**Clock nets**

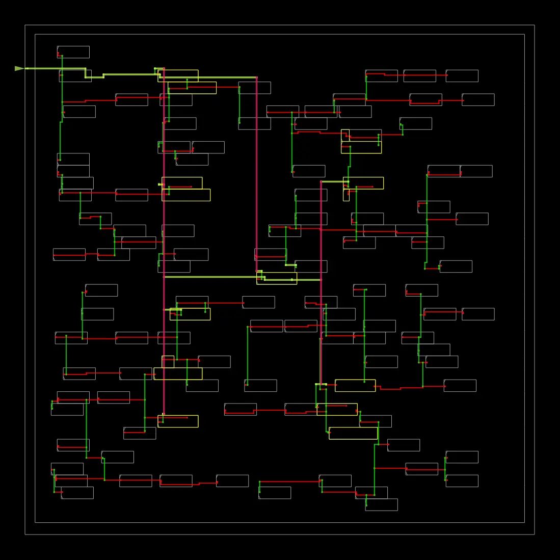
**Clock wires, drivers and flops**

Scale bar: 20 um.
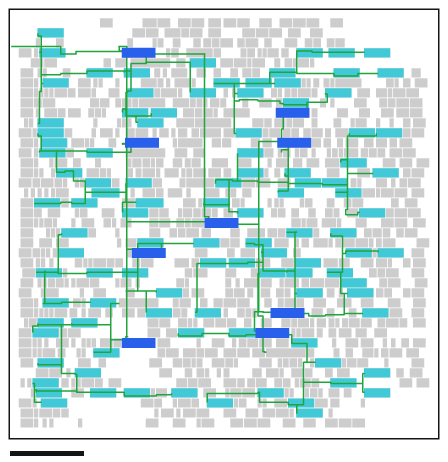
==> src/rtl/load_store_unit_if.sv <==
// load_store_unit_if: core-side request/response bus and data_memory port bundle for the LSU
interface lsu_req_if;
    logic        valid;
    logic        ready;
    logic        we;
    logic [2:0]  funct3;
    logic [31:0] addr;
    logic [31:0] wdata;
    logic        resp_valid;
    logic [31:0] resp_rdata;
    logic        resp_err;
    modport master (output valid, we, funct3, addr, wdata, input ready, resp_valid, resp_rdata, resp_err);
    modport slave  (input valid, we, funct3, addr, wdata, output ready, resp_valid, resp_rdata, resp_err);
endinterface

interface lsu_mem_if;
    logic        we;
    logic [31:0] addr;
    logic [31:0] wdata;
    logic [31:0] rdata;
    modport master (output we, addr, wdata, input rdata);
    modport slave  (input we, addr, wdata, output rdata);
endinterface

==> src/rtl/load_store_unit.sv <==
// load_store_unit: RV32I byte-addressed loads/stores onto a word-indexed, whole-word-write data memory
// Define LSU_MISALIGN_ERR_EN to fault misaligned halfword/word accesses instead of ignoring low address bits.
module load_store_unit #(
    parameter int MEM_WORDS = 256
) (
    input  logic      clk_i,
    input  logic      rst_i,
    lsu_req_if.slave  req,
    lsu_mem_if.master mem
);
    typedef enum logic [1:0] {IDLE, ACCESS, WRITE, RESP} state_t;
    state_t      state, state_nx;
    logic        we_q, err_q;
    logic [2:0]  f3_q;
    logic [29:0] idx_q;
    logic [1:0]  lane_q, lane;
    logic [31:0] wd_q, rdata_q;
    logic        accept, bad, misalign, bad_f3, out_of_range;
    logic [31:0] shifted, ext, rep, bmask, merged;
    logic [3:0]  bmask_b;

    assign accept = req.valid && req.ready;
`ifdef LSU_MISALIGN_ERR_EN
    assign misalign = (req.funct3[1:0] == 2'b01 && req.addr[0]) ||
                      (req.funct3[1:0] == 2'b10 && req.addr[1:0] != 2'b00);
`else
    assign misalign = 1'b0;
`endif
    assign bad_f3       = req.we ? (req.funct3 > 3'b010) : (req.funct3 == 3'b011 || req.funct3[2:1] == 2'b11);
    assign out_of_range = {2'b00, req.addr[31:2]} >= 32'(MEM_WORDS);
    assign bad          = bad_f3 || out_of_range || misalign;
    // Access-size alignment is forced here, so the data path never sees a straddling lane
    assign lane = req.funct3[1] ? 2'b00 : req.funct3[0] ? {req.addr[1], 1'b0} : req.addr[1:0];

    assign shifted = mem.rdata >> {lane_q, 3'b000};
    assign ext     = f3_q[1:0] == 2'b00 ? {{24{~f3_q[2] & shifted[7]}}, shifted[7:0]} :
                     f3_q[1:0] == 2'b01 ? {{16{~f3_q[2] & shifted[15]}}, shifted[15:0]} : shifted;
    assign bmask_b = f3_q[0] ? (4'b0011 << lane_q) : (4'b0001 << lane_q);
    assign bmask   = {{8{bmask_b[3]}}, {8{bmask_b[2]}}, {8{bmask_b[1]}}, {8{bmask_b[0]}}};
    assign rep     = f3_q[0] ? {2{wd_q[15:0]}} : {4{wd_q[7:0]}};
    assign merged  = (mem.rdata & ~bmask) | (rep & bmask);

    always_comb begin
        state_nx = state;
        case (state)
            IDLE:    if (req.valid) state_nx = bad ? RESP : (req.we && req.funct3 == 3'b010) ? WRITE : ACCESS;
            ACCESS:  state_nx = we_q ? WRITE : RESP;
            WRITE:   state_nx = RESP;
            default: state_nx = IDLE;
        endcase
    end

    // Every output is gated by reset so an in-flight write cannot land during the reset cycle
    assign req.ready      = state == IDLE && !rst_i;
    assign req.resp_valid = state == RESP && !rst_i;
    assign req.resp_rdata = rst_i ? 32'h0 : rdata_q;
    assign req.resp_err   = err_q && !rst_i;
    assign mem.we         = state == WRITE && !rst_i;
    assign mem.addr       = rst_i ? 32'h0 : {2'b00, idx_q};
    assign mem.wdata      = rst_i ? 32'h0 : wd_q;

    always_ff @(posedge clk_i) begin
        if (rst_i) begin
            state   <= IDLE;
            we_q    <= 1'b0;
            f3_q    <= 3'b000;
            idx_q   <= 30'h0;
            lane_q  <= 2'b00;
            wd_q    <= 32'h0;
            rdata_q <= 32'h0;
            err_q   <= 1'b0;
        end else begin
            state <= state_nx;
            if (accept) begin
                we_q   <= req.we;
                f3_q   <= req.funct3;
                idx_q  <= req.addr[31:2];
                lane_q <= lane;
                wd_q   <= req.wdata;
                if (bad) begin
                    rdata_q <= 32'h0;
                    err_q   <= 1'b1;
                end
            end
            if (state == ACCESS) begin
                if (we_q) wd_q <= merged;
                else begin
                    rdata_q <= ext;
                    err_q   <= 1'b0;
                end
            end
            if (state == WRITE) begin
                rdata_q <= 32'h0;
                err_q   <= 1'b0;
            end
        end
    end
endmodule

==> src/flat_wrapper.sv <==
// flat-port wrapper written by rule: the top's interface ports become plain ports
module load_store_unit_flat 
#(
    parameter int MEM_WORDS = 256
)
  (clk_i, rst_i, req_valid, req_we, req_funct3, req_addr, req_wdata, req_ready, req_resp_valid, req_resp_rdata, req_resp_err, mem_we, mem_addr, mem_wdata, mem_rdata);
  lsu_req_if req_i ();
  lsu_mem_if mem_i ();
  input  logic clk_i;
  input  logic rst_i;
  input wire logic [$bits(req_i.valid)-1:0] req_valid;
  input wire logic [$bits(req_i.we)-1:0] req_we;
  input wire logic [$bits(req_i.funct3)-1:0] req_funct3;
  input wire logic [$bits(req_i.addr)-1:0] req_addr;
  input wire logic [$bits(req_i.wdata)-1:0] req_wdata;
  output wire logic [$bits(req_i.ready)-1:0] req_ready;
  output wire logic [$bits(req_i.resp_valid)-1:0] req_resp_valid;
  output wire logic [$bits(req_i.resp_rdata)-1:0] req_resp_rdata;
  output wire logic [$bits(req_i.resp_err)-1:0] req_resp_err;
  output wire logic [$bits(mem_i.we)-1:0] mem_we;
  output wire logic [$bits(mem_i.addr)-1:0] mem_addr;
  output wire logic [$bits(mem_i.wdata)-1:0] mem_wdata;
  input wire logic [$bits(mem_i.rdata)-1:0] mem_rdata;
  assign req_i.valid = req_valid;
  assign req_i.we = req_we;
  assign req_i.funct3 = req_funct3;
  assign req_i.addr = req_addr;
  assign req_i.wdata = req_wdata;
  assign req_ready = req_i.ready;
  assign req_resp_valid = req_i.resp_valid;
  assign req_resp_rdata = req_i.resp_rdata;
  assign req_resp_err = req_i.resp_err;
  assign mem_we = mem_i.we;
  assign mem_addr = mem_i.addr;
  assign mem_wdata = mem_i.wdata;
  assign mem_i.rdata = mem_rdata;
  load_store_unit #(.MEM_WORDS(MEM_WORDS)) u_core (.clk_i(clk_i), .rst_i(rst_i), .req(req_i), .mem(mem_i));
endmodule
==> config.mk <==
export PLATFORM = sky130hd
export DESIGN_NAME = load_store_unit_flat
export DESIGN_NICKNAME = d
export VERILOG_FILES = /design/src/rtl/load_store_unit_if.sv /design/src/rtl/load_store_unit.sv /design/src/flat_wrapper.sv
export SDC_FILE = /design/constraint.sdc
export NUM_CORES = 1
export LEC_CHECK = 0
export CAP_MARGIN = 20
export CORE_MARGIN = 2
export CORE_UTILIZATION = 46
export DETAILED_ROUTE_END_ITERATION = 8
export HOLD_SLACK_MARGIN = 0.1
export PLACE_DENSITY = 0.81
export REMOVE_ABC_BUFFERS = 1
export SYNTH_ARGS = -nofsm -noshare
export SYNTH_HDL_FRONTEND = slang
export SYNTH_SLANG_ARGS = --single-unit
==> constraint.sdc <==
create_clock -name clk_i -period 2.62 [get_ports clk_i]
set_clock_uncertainty 0.15 [all_clocks]
set_input_delay 0.262 -clock clk_i [delete_from_list [all_inputs] [get_ports clk_i]]
set_output_delay 0.262 -clock clk_i [all_outputs]
set_load 0.02 [all_outputs]
==> flow_metrics.py <==
# Synthesis and PnR figures
metrics = {
    "cts": {
        "tritoncts": "done",
        "holdBufCountCts": 0,
        "cts.root.buffer_cell": "sky130_fd_sc_hd__clkbuf_16",
        "clk_path_buf_depth": 2,
        "h_tree_depth": 3,
        "clock_sink_count": 103,
        "clk_pin_slew_worst_paths_ps": 70,
        "cts_resized": 0,
        "post-cts-setup-buffer-count": 0,
    },
    "final_layout": {
        "max_flop_register": "u_core.rdata_q",
        "final_layout_size_suffix_gt1_frac": 0.0887,
        "top_logic_cell_by_instance_count_in_the_layout": "sky130_fd_sc_hd__clkdlybuf4s50_1",
        "final_nets": 1016,
        "layout.cells.non_filler": 1085,
        "nonClkBufAreaFrac": 0.271,
        "postLayoutCoreUtil": 0.669,
        "layout_top_registers": "u_core.rdata_q (32), u_core.idx_q (30), u_core.wd_q (24)",
        "flow.area_growth_from_synthesis_pct": 43.7,
        "non_clk_bufs": 226,
        "num-nonclk-inverters": 4,
        "comb_area_um2": 3430,
        "n_fill_cell": 1040,
        "nFlopsAndLatches": 103,
        "largest_register_ff_count": 32,
        "sh_seq_area": 0.247,
        "final_layout_top_logic_cells": "sky130_fd_sc_hd__clkdlybuf4s50_1 (199), sky130_fd_sc_hd__nand2_1 (157), sky130_fd_sc_hd__nor2b_1 (122), sky130_fd_sc_hd__dfxtp_1 (101), sky130_fd_sc_hd__nor2_1 (43)",
        "clock_area_frac": 0.0433,
        "layout.comb_gates.multi_input": 564,
        "top_class_by_area": "multi-input combinational cells",
        "post-route-cell-area_um2": 8340,
        "regArea_um2": 2060,
    },
    "routing": {
        "maxUsedRoutingLayer": "met4",
        "met3_wirelength_um": 1760,
        "met1_length_um": 7760,
        "post_drt_via_cell_ratio": 5.45,
        "average_wire_per_cell_in_the_routed_design_um": 16.8,
        "ant_nets": 0,
        "drt_iter0_markers": 479,
        "drt-pass1-iter-count": 5,
        "drt-total-wl_um": 18200,
        "detail_route.drc_violations": 0,
        "routed-wl-met2_um": 8420,
        "vias": 5908,
    },
    "critical_path": {
        "reg2reg_slack_ps": 310,
        "cp-start-kind": "register",
        "cp_slowest_cell": "sky130_fd_sc_hd__nor4_4",
        "worst_path_largest_cell_delay_ps": 780,
        "worst_path_dominant_cell_family": "simple AND/OR/NAND/NOR gates",
        "cp_num_cells": 6,
        "r2r_start": "u_core.state[0]",
        "crit_arrival_ps": 2460,
        "critical_path_endpoint_category": "register",
        "critical_path.cell_chain": "inv_1 > ha_1 > nor3_4 > inv_4 > nor4_4 > a221o_2",
        "worstReg2RegEnd": "u_core.rdata_q[24]",
        "worst-endpoint-required_ps": 2770,
        "crit_path_end": "u_core.rdata_q[24]",
        "critical_path.max_fanout": 16,
        "worst-setup-path-type": "register to register",
        "critical_path.n_buffers_inverters": 2,
    },
    "yosys": {
        "area_leader_netlist": "sky130_fd_sc_hd__dfxtp_1",
        "yosysCellCount": 733,
        "simple_gate_share": 0.333,
        "yosysWarnings": 0,
        "yosys.stat.seqShare": 0.355,
        "share_of_synthesized_registers_carrying_an_async_set_or_reset": 0,
        "synthXorXnorAreaFrac": 0,
        "synth_cells": 733,
        "registers_synthesis": 103,
        "ys_dominant_reg_cell": "sky130_fd_sc_hd__dfxtp_1",
        "synth.top_cells.by_area": "sky130_fd_sc_hd__dfxtp_1 (36%), sky130_fd_sc_hd__nor2b_1 (13%), sky130_fd_sc_hd__nand2_1 (10%), sky130_fd_sc_hd__a221oi_1 (3.3%), sky130_fd_sc_hd__mux2i_1 (3.1%)",
        "post_synth_main_logic_family": "simple AND/OR/NAND/NOR gates",
        "synth.yosys.chip_area_um2": 5810,
        "edf_count": 0,
        "mux_share": 0.0509,
        "post-synth-top-area-fraction": 0.355,
        "avgSynthCellArea_um2": 7.92,
        "synth.distinct_cells": 52,
        "synth_area_um2": 5810,
        "synthesized_area_fraction_occupied_by_adder_cells": 0.0108,
        "and_or_or_and_share_of_the_synthesized_area": 0.193,
    },
    "die": {
        "die_height_um": 116,
        "placeableCoreArea_um2": 12500,
        "core_util_floorplan": 0.466,
        "io_pins": 203,
        "row_count": 41,
        "die_width_um": 116,
        "die-area_um2": 13500,
    },
    "sta": {
        "finalWorstPathRequiredPeriod_ps": 2310,
        "finalCritPeriodShare": 0.884,
        "maxSlewHeadroom": 0.263,
        "hold_violations": 0,
        "final-setup-viol-count": 0,
        "rsz0062_at_grt": "no",
        "layout_setup_ws_ps": 305,
        "report.final.slew_viol_count": 0,
        "whs_ps": 161,
        "maxClockFrequency_mhz": 432,
    },
    "placement": {
        "dp.final_hpwl_um": 13000,
        "dpl-instance-area_um2": 7980,
        "numPortBuffers": 200,
        "place_worst_setup_slack_ps": 234,
        "routabilityCongestion": 0.854,
    },
    "grt": {
        "met1_usage": 0.361,
        "grt_use_met3": 0.0664,
        "global_route.usage.met2": 0.445,
        "grt_first_pass_wirelength_um": 29000,
        "grtUsageTotal": 0.274,
        "busiest_layer": "met2",
        "antenna_found_initial": 0,
        "grt_start_max_net_pins": 44,
    },
    "worst_hold_path": {
        "worstHoldPathType": "input port to register",
        "timing.hold.worst_endpoint": "u_core.state[0]",
        "min_from": "rst_i",
        "hold_depth": 2,
    },
    "outcome": {
        "status": "completed",
    },
    "flow_run": {
        "timing.max_cap.violations": 0,
        "log.warning_count": 29,
    },
    "power_and_ir_drop": {
        "p_total_mw": 5.95,
        "vdd.ir_drop.worst_mv": 0.393,
        "p_per_area_nw_per_um2": 713,
    },
}
## Picture notes: 'clock nets'
power in the clock group: 1.63 mW
worst skew pair latency: 350 ps
CLK BUF: 10
number of buffers inserted during clock tree synthesis: 9

## Picture notes: 'clock wires, drivers and flops'
legend:
  blue:
    item: clock drivers
    count: 9
  cyan:
    item: flip-flops
    count: 103
  green:
    item: clock wires
    length: 1290 um
flops lie: spread over the die
routed clock nets: 10
clock share of power: 0.274

-- synthesized netlist by cell type (2+ instances only) --
cell type / instances
sky130_fd_sc_hd__a2111oi_0: 8
sky130_fd_sc_hd__a211oi_1: 9
sky130_fd_sc_hd__a21o_1: 7
sky130_fd_sc_hd__a21oi_1: 31
sky130_fd_sc_hd__a221o_1: 5
sky130_fd_sc_hd__a221o_2: 11
sky130_fd_sc_hd__a221oi_1: 22
sky130_fd_sc_hd__a22o_1: 3
sky130_fd_sc_hd__a22o_2: 5
sky130_fd_sc_hd__a311oi_1: 17
sky130_fd_sc_hd__and2_1: 2
sky130_fd_sc_hd__and2b_1: 3
sky130_fd_sc_hd__buf_1: 8
sky130_fd_sc_hd__buf_2: 8
sky130_fd_sc_hd__buf_4: 5
sky130_fd_sc_hd__buf_6: 5
sky130_fd_sc_hd__clkbuf_1: 36
sky130_fd_sc_hd__dfxtp_1: 103
sky130_fd_sc_hd__ha_1: 5
sky130_fd_sc_hd__inv_1: 3
sky130_fd_sc_hd__mux2_2: 9
sky130_fd_sc_hd__mux2i_1: 18
sky130_fd_sc_hd__nand2_1: 158
sky130_fd_sc_hd__nand2b_1: 15
sky130_fd_sc_hd__nand3_1: 2
sky130_fd_sc_hd__nand3b_1: 5
sky130_fd_sc_hd__nor2_1: 44
sky130_fd_sc_hd__nor2b_1: 122
sky130_fd_sc_hd__nor3_1: 15
sky130_fd_sc_hd__nor4_1: 5
sky130_fd_sc_hd__o21a_1: 3
sky130_fd_sc_hd__o21ai_0: 14
sky130_fd_sc_hd__o22ai_1: 8
-- power by group --
part / internal (mW) / switching (mW)
sequential: 1.90 / 0.200
combinational: 1.04 / 1.18
clock: 1.03 / 0.601
total: 3.97 / 1.98
Power is estimated from default activity; no workload was simulated.
